`config.mk`:
```
export PLATFORM = sky130hd
export DESIGN_NAME = dual_issue_buffer
export DESIGN_NICKNAME = d
export VERILOG_FILES = /design/src/rtl/issue_pkg.sv /design/src/rtl/pair_hazard_check.sv /design/src/rtl/dual_issue_buffer.sv
export SDC_FILE = /design/constraint.sdc
export NUM_CORES = 1
export LEC_CHECK = 0
export CAP_MARGIN = 10
export CORE_MARGIN = 4
export CORE_UTILIZATION = 45
export DETAILED_ROUTE_END_ITERATION = 10
export PLACE_DENSITY = 0.77
export SLEW_MARGIN = 20
export SYNTH_ARGS = -nofsm -noshare
export SYNTH_HDL_FRONTEND = slang
export SYNTH_SLANG_ARGS = --single-unit
```
`constraint.sdc`:
```
create_clock -name clk -period 10.53 [get_ports clk]
set_clock_uncertainty 0.1 [all_clocks]
set_input_delay 2.6325 -clock clk [delete_from_list [all_inputs] [get_ports clk]]
set_output_delay 2.6325 -clock clk [all_outputs]
set_load 0.03 [all_outputs]
```
`src/rtl/issue_pkg.sv`:
```
// MIPS instruction field layout and register-usage helpers shared by the issue
// logic and the lane-2 forwarding logic.
package issue_pkg;

  localparam int OPC_LSB  = 26;
  localparam int RS_LSB   = 21;
  localparam int RT_LSB   = 16;
  localparam int RD_LSB   = 11;
  localparam int FUNC_LSB = 0;
  localparam int OPC_W    = 6;
  localparam int REG_W    = 5;
  localparam int FUNC_W   = 6;

  localparam logic [OPC_W-1:0] RTYPE_OPCODE = 6'b000000;

  typedef logic [REG_W-1:0] reg_t;

  function automatic logic [OPC_W-1:0] opcode_of(input logic [31:0] instr);
    return instr[OPC_LSB +: OPC_W];
  endfunction

  function automatic reg_t rs_of(input logic [31:0] instr);
    return instr[RS_LSB +: REG_W];
  endfunction

  function automatic reg_t rt_of(input logic [31:0] instr);
    return instr[RT_LSB +: REG_W];
  endfunction

  function automatic reg_t rd_of(input logic [31:0] instr);
    return instr[RD_LSB +: REG_W];
  endfunction

  // Only R-type reads rt as a source; I-type uses rt as its destination.
  function automatic logic reads_rt(input logic [31:0] instr);
    return opcode_of(instr) == RTYPE_OPCODE;
  endfunction

  // Destination picked on opcode class alone, func is deliberately ignored.
  function automatic reg_t dest_reg(input logic [31:0] instr);
    return (opcode_of(instr) == RTYPE_OPCODE) ? rd_of(instr) : rt_of(instr);
  endfunction

endpackage

```
`src/rtl/pair_hazard_check.sv`:
```
// Combinational check: does the younger instruction depend on, or overwrite,
// the older one's destination? Zero latency, no flow control.
module pair_hazard_check
  import issue_pkg::*;
(
  input  logic [31:0] instr1,
  input  logic [31:0] instr2,
  output logic        hazard
);

  reg_t w_dest1;
  reg_t w_dest2;
  reg_t w_rs2;
  reg_t w_rt2;
  logic w_rt2_used;

  always_comb begin
    w_dest1    = dest_reg(instr1);
    w_dest2    = dest_reg(instr2);
    w_rs2      = rs_of(instr2);
    w_rt2      = rt_of(instr2);
    w_rt2_used = reads_rt(instr2);
  end

  // Writes to $0 are discarded by the register file, so they never conflict.
  assign hazard = (w_dest1 != '0) &&
                  ((w_dest1 == w_rs2) ||
                   (w_rt2_used && (w_dest1 == w_rt2)) ||
                   (w_dest1 == w_dest2));

endmodule

```
`src/rtl/dual_issue_buffer.sv`:
```
// Circular instruction FIFO presenting up to two oldest entries to decode; one cycle
// push-to-lane1 latency, no bypass. in_ready depends only on occupancy and flush.
module dual_issue_buffer
  import issue_pkg::*;
#(
  parameter int DEPTH = 8,
  parameter int CNT_W = 16
) (
  input  logic                       clk,
  input  logic                       rst_n,
  input  logic                       flush,
  input  logic                       in_valid,
  input  logic [31:0]                in_instr,
  output logic                       in_ready,
  input  logic                       out_ready,
  output logic                       lane1_valid,
  output logic [31:0]                lane1_instr,
  output logic                       lane2_valid,
  output logic [31:0]                lane2_instr,
  output logic [$clog2(DEPTH+1)-1:0] count,
  output logic [CNT_W-1:0]           split_cnt
);

  localparam int PTR_W = $clog2(DEPTH);
  localparam int CW    = $clog2(DEPTH+1);
  localparam logic [CW-1:0] FULL_CNT = CW'(DEPTH);

  logic [31:0]      r_mem [DEPTH];
  logic [PTR_W-1:0] r_rd_ptr;
  logic [PTR_W-1:0] r_wr_ptr;
  logic [CW-1:0]    r_count;
  logic [CNT_W-1:0] r_split_cnt;

  logic [PTR_W-1:0] w_rd_ptr1;
  logic [31:0]      w_head;
  logic [31:0]      w_next;
  logic             w_has1;
  logic             w_has2;
  logic             w_hazard;
  logic             w_lane2_ok;
  logic             w_push;
  logic [1:0]       w_pop_cnt;

  // DEPTH is a power of two, so pointer arithmetic wraps for free.
  always_comb begin
    w_rd_ptr1 = r_rd_ptr + PTR_W'(1);
    w_head    = r_mem[r_rd_ptr];
    w_next    = r_mem[w_rd_ptr1];
    w_has1    = (r_count != '0);
    w_has2    = (r_count >= CW'(2));
  end

  pair_hazard_check u_hazard (
    .instr1 (w_head),
    .instr2 (w_next),
    .hazard (w_hazard)
  );

  assign w_lane2_ok = w_has2 && !w_hazard;
  assign in_ready   = !flush && (r_count != FULL_CNT);
  assign w_push     = in_valid && in_ready;

  always_comb begin
    w_pop_cnt = 2'd0;
    if (out_ready) begin
      if (w_lane2_ok) begin
        w_pop_cnt = 2'd2;
      end else if (w_has1) begin
        w_pop_cnt = 2'd1;
      end
    end
  end

  assign lane1_valid = w_has1;
  assign lane2_valid = w_lane2_ok;
  assign lane1_instr = w_has1     ? w_head : 32'h0;
  assign lane2_instr = w_lane2_ok ? w_next : 32'h0;
  assign count       = r_count;
  assign split_cnt   = r_split_cnt;

  always_ff @(posedge clk or negedge rst_n) begin
    if (!rst_n) begin
      r_rd_ptr <= '0;
      r_wr_ptr <= '0;
      r_count  <= '0;
    end else if (flush) begin
      r_rd_ptr <= '0;
      r_wr_ptr <= '0;
      r_count  <= '0;
    end else begin
      r_rd_ptr <= r_rd_ptr + PTR_W'(w_pop_cnt);
      r_wr_ptr <= r_wr_ptr + PTR_W'(w_push);
      r_count  <= r_count + CW'(w_push) - CW'(w_pop_cnt);
    end
  end

  // Counts stalled pairing opportunities; kept across flush for performance stats.
  always_ff @(posedge clk or negedge rst_n) begin
    if (!rst_n) begin
      r_split_cnt <= '0;
    end else if (out_ready && w_has2 && w_hazard && (r_split_cnt != '1)) begin
      r_split_cnt <= r_split_cnt + CNT_W'(1);
    end
  end

  always_ff @(posedge clk) begin
    if (w_push) begin
      r_mem[r_wr_ptr] <= in_instr;
    end
  end

endmodule
```
### Sizing map

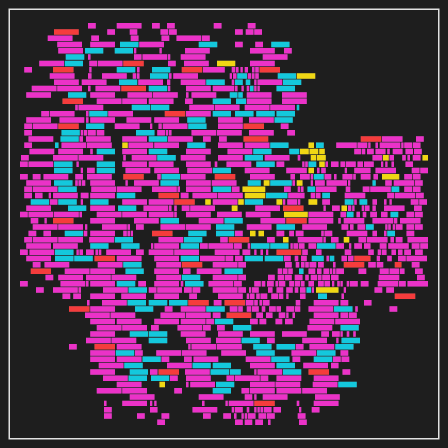
colour	size	cells	share	most used
cyan	drive 2	153	16%	mux4_2
red	drive 6 and up	37	3.8%	clkbuf_16
yellow	drive 3 to 4	31	3.2%	buf_4
magenta	drive 1 or less	763	78%	edfxtp_1

### Cell classes on the final placement

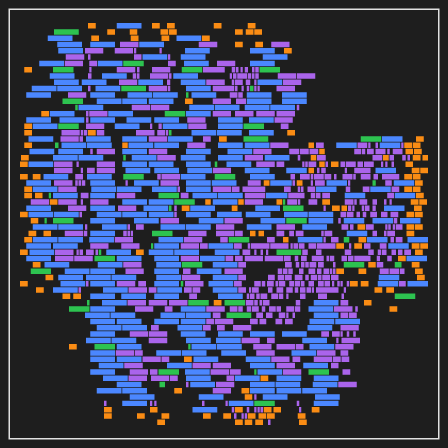
colour	class	cells
orange	other buffers and delay cells	141
blue	flip-flops	282
green	clock drivers and dummy loads	56
purple	all other logic	505
Seq area share: 0.498
row cnt: 64
Core Util, Final: 0.544
Post-Layout Inst Area: 16700 um^2

==> reports/summary.txt <==
RSZ-0062 raised after global routing -> no
DR WL/cell -> 24.3 um
Fmax -> 111 MHz
Top cells by area -> edfxtp_1 (55%), mux4_2 (19%), mux2i_1 (4.8%)
CTS Buffer Depth -> 3
Clock-pin slew on the worst setup and hold paths -> 0.06 ns
Leakage -> 0.00547 uW
Resized cells post-CTS -> 0
Residual DRC -> 0
Max IR drop VDD -> 165 uV
Headroom to the max-slew limit -> 0.414
H-tree lvl count -> 1
Max Cap Viol -> 0
Comb. cell area -> 5490 um^2
CTS tree -> done
Tool warning count -> 28
Worst Path Required -> 7.80 ns
Top_reg_cell synth -> edfxtp_1
Nets@finish -> 1012
Total CTS buffers -> 30
Tcrit/Tclk final -> 0.852
Area leader share -> 0.546
Post-layout min period -> 8.97 ns
Worst min path class -> reg2reg
Latency at later pin -> 0.58 ns
Drt pass-1 iters -> 5
FILL cells -> 2396
Yosys chip area -> 14100 um^2
Largest net degree at the start of global routing -> 48
Hold Path Stages -> 1
Top Ports -> 124
Net count after synthesis -> 885
Worst Max-Slew Pin Slew -> 0.854 ns
Syn avg cell area -> 16.9 um^2
Sequential Area -> 8340 um^2
Vias in the first global route -> 8432
Die height -> 185 um
Cell variety after synth -> 60
GP Congestion -> 0.885
Post-synth regs -> 282
TNS Setup -> 0 ns
R2r worst-path depth -> 18
Count leader, synth -> edfxtp_1
Hold Fails Final Rpt -> 0
Gr usage total -> 0.195
CTS root buf -> clkbuf_16
Initial drt markers -> 722
Async SR Flop Fraction -> 0.0922
Crit Path Category -> reg2out
Ratio of cells with drive above 1 in the final layout -> 0.225
P per Cell Area -> 262 nW/um^2
Critical-path maximum fanout -> 44
Worst setup EP type -> output port
# hold bufs at CTS -> 0
Total wire length -> 33.6 mm
Post-route worst setup slack -> 1.56 ns
Avg Vias per Cell -> 5.98
Post-synth top area cell -> edfxtp_1
YS warnings -> 0
Die footprint -> 34200 um^2
Via Count -> 8263
Status -> finished clean
First-pass GRT wire length -> 51.4 mm
Final Max-Slew Violation Tally -> 0
Port Buf Inserts -> 123
Number of setup buffers added after CTS -> 0
Dpl cell area -> 15700 um^2
Critical path startpoint category -> register
Synth Seq Share -> 0.592
Post-synth top cells -> edfxtp_1 (256), mux4_2 (121), mux2i_1 (67)
Post-DP HPWL -> 21.1 mm
Initial antenna violation count -> 1
Final Setup Violations -> 0
CP arrival -> 6.24 ns
Total global routing overflow -> 0
Post-synth EDFFs -> 256
Die width -> 185 um
TritonCTS sink count -> 282
Post-DRT Antenna Nets -> 0
Place WS -> 2.16 ns
Yosys cell count -> 833
Netlist Area Pre-Place -> 14100 um^2
Synth Instances -> 833
P&R area growth vs syn -> 18.9%
### Where the registers sit

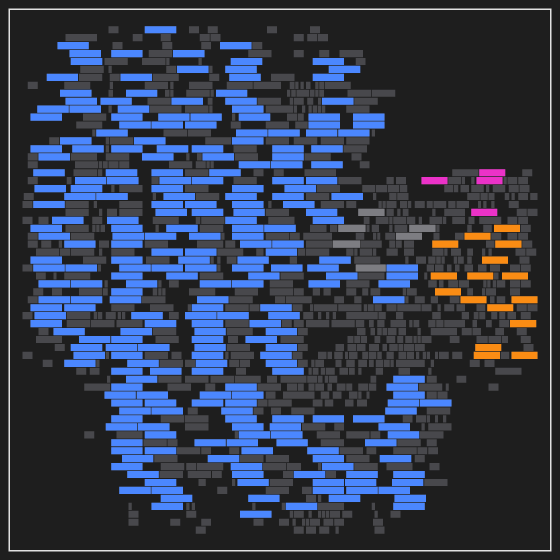
colour	signal	placed flops
orange	`split_cnt`	16
magenta	`count`	4
blue	`r_mem`	256
not coloured	6

### Placement density heat map

The die is cut into 18 by 18 equal tiles; black is low, pale yellow is high, 0 to 100% covered.
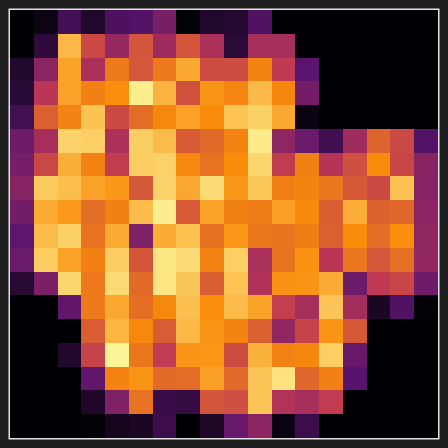
densest ninth of the die	middle
emptiest ninth of the die	top right
nearly empty tiles	21%
core region area: 30700 um^2
initial core utilization: 0.458

==> path summary, 6_finish.rpt <==
check / startpoint / end / slack, ns
worst max-delay path: r_rd_ptr[0]$_DFF_PN0_ / lane2_instr[5] / 1.56
worst min-delay path: split_cnt[9]$_DFFE_PN0P_ / split_cnt[9]$_DFFE_PN0P_ / 0.40
worst min register to register: split_cnt[9]$_DFFE_PN0P_ / split_cnt[9]$_DFFE_PN0P_ / 0.40
min in group asynchronous: rst_n / split_cnt[15]$_DFFE_PN0P_ / 2.36
max in group asynchronous: rst_n / r_rd_ptr[0]$_DFF_PN0_ / 7.68
worst max register to register: r_rd_ptr[0]$_DFF_PN0_ / count[2]$_DFF_PN0_ / 4.23
==> cells in the final DEF, fill, tap and decap left out, types with 4 or more instances in the layout <==
cell type and count:
a21boi_0 4, a21oi_1 19, and3_1 11, buf_4 18
bufinv_16 4, clkbuf_16 30, clkdlybuf4s50_1 123, clkinv_1 12
dfrtp_1 23, edfxtp_1 256, ha_1 12, inv_1 12
mux2i_1 67, mux4_2 121, nand2_1 56, nand2_2 4
nand3_1 10, nor2_1 61, nor2b_1 5, nor3_1 5
nor3_2 11, nor3b_1 4, nor4_1 6, o211ai_1 4
xnor2_1 12, xor2_1 23
==> layout make-up <==
cell class,instances,area share
Tap cell,396,0.0296
Clock inverter,23,0.0140
Sequential cell,282,0.498
Antenna cell,1,0.000149
Clock buffer,33,0.0455
Multi-Input combinational cell,492,0.328
Timing Repair Buffer,141,0.0816
Inverter,13,0.00291
==> state kept, by name (all words and copies together), names as in the netlist <==
register and cells:
r_mem 256, split_cnt 16, count 4, r_rd_ptr 3
r_wr_ptr 3
==> per-layer routing <==
metal  wire length (um)  part of all wire  track usage  vias to the layer above
li1                   -                 -            -                     3604
met3               2340             0.070       0.0363                       64
met2              16400              0.49        0.319                      321
met1              14000              0.42        0.274                     4272
met5                 13           0.00039            0                        -
met4                824             0.025       0.0493                        2
==> kinds of logic after synthesis <==
family / Yosys count / synth area share
and+or+nand+nor: 195 / 0.0706
muxes: 196 / 0.251
AOI/OAI and AO/OA: 49 / 0.0241
buffers and inverters: 59 / 0.0245
DFF: 282 / 0.592
xor gates and xnor gates: 37 / 0.0230
adders and majority gates: 15 / 0.0144
==> worst max-delay path: stages (launching register included) <==
cell	delay, ns
dfrtp_4	0.91
ha_4	0.68
buf_4	0.63
mux4_2	0.57
mux2i_1	0.46
nand3_1	0.17
a211oi_1	0.27
nand4b_2	0.22
a211oi_1	0.08
nor2_2	0.21
nand2_1	0.08
buf_4	0.27
a21oi_1	0.32
clkdlybuf4s50_1	0.74
==> stage by stage <==
stage	cells	hold WS, ns	power [uW]
6_report	1381	0.398	4390
5_1_grt	1380	0.411	4600
4_1_cts	1380	0.398	4420
3_5_place_dp	1324	0.390	3370
3_3_place_gp	1324	0.381	3350
2_1_floorplan	833	0.472	2700
==> report_power, final <==
part	switching, uW	internal (uW)
sequential	49.7	1260
clock	431	619
combinational	1180	846
Power is estimated from default activity; no workload was simulated.
